## src/rtl/func_pkg.sv

```systemverilog
// Shared types and golden model for the func unit BIST sequencer.
// func_expect is the reference truth table: z is bit {a,b} of sel.
package func_pkg;

   localparam int SEL_W       = 4;
   localparam int VEC_W       = 6;
   localparam int FULL_LAST   = 63;
   localparam int SINGLE_LAST = 3;

   typedef enum logic [2:0] {
      IDLE  = 3'd0,
      DRIVE = 3'd1,
      WAIT  = 3'd2,
      CHECK = 3'd3,
      FIN   = 3'd4
   } state_t;

   function automatic logic func_expect(input logic [SEL_W-1:0] sel,
                                        input logic a,
                                        input logic b);
      return sel[{a, b}];
   endfunction

endpackage

```

## src/rtl/func_bist_ctrl.sv

```systemverilog
// BIST sequencer for the func unit: sweeps all 64 {sel,a,b} vectors (or the
// 4 vectors of one function), samples f_z after a settle delay, logs errors.
module func_bist_ctrl
   import func_pkg::*;
#(
   parameter int SETTLE_CYC = 1,
   parameter int ERR_W      = 7
) (
   input  logic             clk,
   input  logic             rst_n,
   input  logic             start,
   input  logic             abort,
   input  logic             single,
   input  logic [SEL_W-1:0] single_sel,
   output logic [SEL_W-1:0] f_sel,
   output logic             f_a,
   output logic             f_b,
   input  logic             f_z,
   output logic             busy,
   output logic             done,
   output logic             pass,
   output logic [ERR_W-1:0] err_cnt,
   output logic             fail_valid,
   output logic [VEC_W-1:0] fail_vec,
   output state_t           dbg_state
);

   localparam int WCW = (SETTLE_CYC > 1) ? $clog2(SETTLE_CYC) : 1;

   state_t           state;
   state_t           state_nxt;
   logic [VEC_W-1:0] idx;
   logic [WCW-1:0]   wcnt;
   logic             lat_single;
   logic [SEL_W-1:0] lat_sel;
   logic             last_vec;
   logic             settled;
   logic             mismatch;
   logic             abort_run;

   // Run handshake: start is sampled only while idle (ignored if abort is also
   // high); busy covers the whole run through FIN; done pulses once in FIN and
   // never appears for an aborted run.
   assign busy      = (state != IDLE);
   assign done      = (state == FIN);
   assign dbg_state = state;

   assign abort_run = abort && (state != IDLE);
   assign last_vec  = lat_single ? (idx == VEC_W'(SINGLE_LAST))
                                 : (idx == VEC_W'(FULL_LAST));
   assign settled   = (wcnt == WCW'(SETTLE_CYC - 1));
   assign mismatch  = (f_z != func_expect(f_sel, f_a, f_b));

   always_ff @(posedge clk or negedge rst_n) begin
      if (!rst_n) begin
         state <= IDLE;
      end else begin
         state <= state_nxt;
      end
   end

   always_comb begin
      state_nxt = state;
      case (state)
         IDLE:    if (start && !abort) state_nxt = DRIVE;
         DRIVE:   state_nxt = (SETTLE_CYC > 0) ? WAIT : CHECK;
         WAIT:    if (settled) state_nxt = CHECK;
         CHECK:   state_nxt = last_vec ? FIN : DRIVE;
         FIN:     state_nxt = IDLE;
         default: state_nxt = IDLE;
      endcase
      if (abort_run) state_nxt = IDLE;
   end

   always_ff @(posedge clk or negedge rst_n) begin
      if (!rst_n) begin
         idx        <= '0;
         wcnt       <= '0;
         lat_single <= 1'b0;
         lat_sel    <= '0;
         f_sel      <= '0;
         f_a        <= 1'b0;
         f_b        <= 1'b0;
         pass       <= 1'b0;
         err_cnt    <= '0;
         fail_valid <= 1'b0;
         fail_vec   <= '0;
      end else if (abort_run) begin
         // Partial error log is kept for post-mortem; only the verdict drops.
         pass <= 1'b0;
      end else begin
         case (state)
            IDLE: begin
               if (start && !abort) begin
                  idx        <= '0;
                  lat_single <= single;
                  lat_sel    <= single_sel;
                  pass       <= 1'b0;
                  err_cnt    <= '0;
                  fail_valid <= 1'b0;
                  fail_vec   <= '0;
               end
            end
            DRIVE: begin
               wcnt <= '0;
               if (lat_single) begin
                  f_sel        <= lat_sel;
                  {f_a, f_b}   <= idx[1:0];
               end else begin
                  {f_sel, f_a, f_b} <= idx;
               end
            end
            WAIT: begin
               wcnt <= wcnt + WCW'(1);
            end
            CHECK: begin
               if (mismatch) begin
                  if (!(&err_cnt)) err_cnt <= err_cnt + ERR_W'(1);
                  if (!fail_valid) begin
                     fail_valid <= 1'b1;
                     fail_vec   <= {f_sel, f_a, f_b};
                  end
               end
               if (last_vec) begin
                  pass <= (err_cnt == '0) && !mismatch;
               end else begin
                  idx <= idx + VEC_W'(1);
               end
            end
            default: ;
         endcase
      end
   end

endmodule

```

## config.mk

```make
export PLATFORM = sky130hd
export DESIGN_NAME = func_bist_ctrl
export DESIGN_NICKNAME = d
export VERILOG_FILES = /design/src/rtl/func_pkg.sv /design/src/rtl/func_bist_ctrl.sv
export SDC_FILE = /design/constraint.sdc
export NUM_CORES = 1
export LEC_CHECK = 0
export CAP_MARGIN = 25
export CORE_ASPECT_RATIO = 0.9
export CORE_MARGIN = 5
export CORE_UTILIZATION = 40
export CTS_BUF_LIST = sky130_fd_sc_hd__clkbuf_8
export DETAILED_ROUTE_END_ITERATION = 6
export PLACE_DENSITY = 0.67
export SLEW_MARGIN = 20
export SYNTH_ARGS = -nofsm -noshare
export SYNTH_HDL_FRONTEND = slang
export SYNTH_SLANG_ARGS = --single-unit
```

## constraint.sdc

```tcl
create_clock -name clk -period 2.4 [get_ports clk]
set_clock_uncertainty 0.05 [all_clocks]
set_input_delay 0.48 -clock clk [delete_from_list [all_inputs] [get_ports clk]]
set_output_delay 0.48 -clock clk [all_outputs]
set_load 0.01 [all_outputs]
```

Fig. 1: pin placement
Pins as bars across the die edge, other pins in gray.
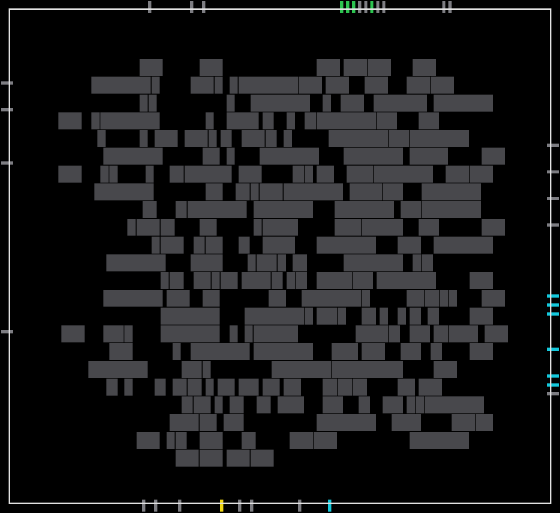
[err_cnt] cyan | pins: 7 | direction: output | edge: 6 east, 1 south
[abort] yellow | pins: 1 | direction: input | edge: south
[f_sel] green | pins: 4 | direction: output | edge: north

Fig. 2: logic cells by family
Bar = 20 um.
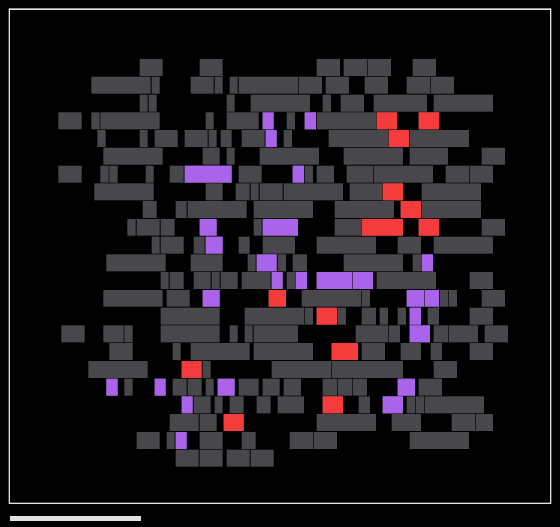
[AND-OR and OR-AND gates] red | cells: 13
[inverting AOI/OAI gates] purple | cells: 26

==> reports/metrics.cfg <==
[status]
status = completed

[sta]
min_period_over_period_pct = 92.23
slew_viol_final = 0
fin_tns_setup_ps = 0

[critical_path]
path_delay_family = flip-flops
crit_end = busy
cp_num_buf_inv = 1

[pwr]
combPwrFrac_pct = 29.7
p_per_area_nw_per_um2 = 808.3
largestPowerGroup = registers
power_frac_seq_pct = 43.4
p_comb_w = 0.000583
pg_seq_w = 0.000851
p_int_w = 0.001325

[global_route]
met1_usage_pct = 20.99
grt_max_degree = 37
met3_usage_pct = 3.191

[floorplan]
dieArea_um2 = 6242
row_count = 23

[clocking]
root_buffer = clkbuf_8
cts_tree = done
ctsResizeCount = 0
cts-buffers-inserted = 5

[place]
place_ws_ps = 136.2
dp_cells = 276
portBuffers = 35

[detailed_routing]
routed_wl_um = 4132
routedWlPerCell_um = 14.55
drtIter0Drc = 67
dr_wl_met3_um = 172
viasPerCell = 5.194

[final_layout]
clkbuf_count = 5
flops = 36
n_all_buffers = 41
antenna-diode-count = 0
final_cell_mix = 36 x dfrtp_1, 35 x clkdlybuf4s50_1, 27 x nand2_1
largestRegisters = err_cnt: 7 flops, fail_vec: 6 flops, idx: 6 flops
logic_gates = 130
sh_comb_area_pct = 37.73
area_growth_pct = 27.46
combGateArea_um2 = 915.9
regArea_um2 = 900.9

[synth]
yosysSeqAreaShare_pct = 47.31
synth_cell_types = 49
top_cells_by_area = dfrtp_1 47%, nand2_1 5.3%, mux2i_1 5.3%
yosys_area_um2 = 1904
ys_seq_elements = 36
synthTopLogicFamily = simple AND/OR/NAND/NOR gates
syn_nets = 197
synth_cells = 184

Fig. 3: register map, names as in the netlist
Bar = 20 um. Other sequential cells in the stronger gray, the rest of the logic in the fainter gray.
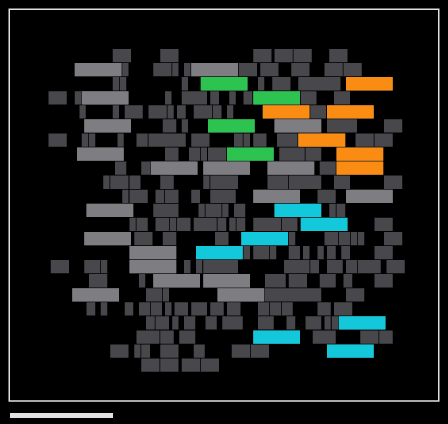
[fail_vec] orange | sequential cells: 6
[f_sel] green | sequential cells: 4 | where: north
[err_cnt] cyan | sequential cells: 7
not colored: 19

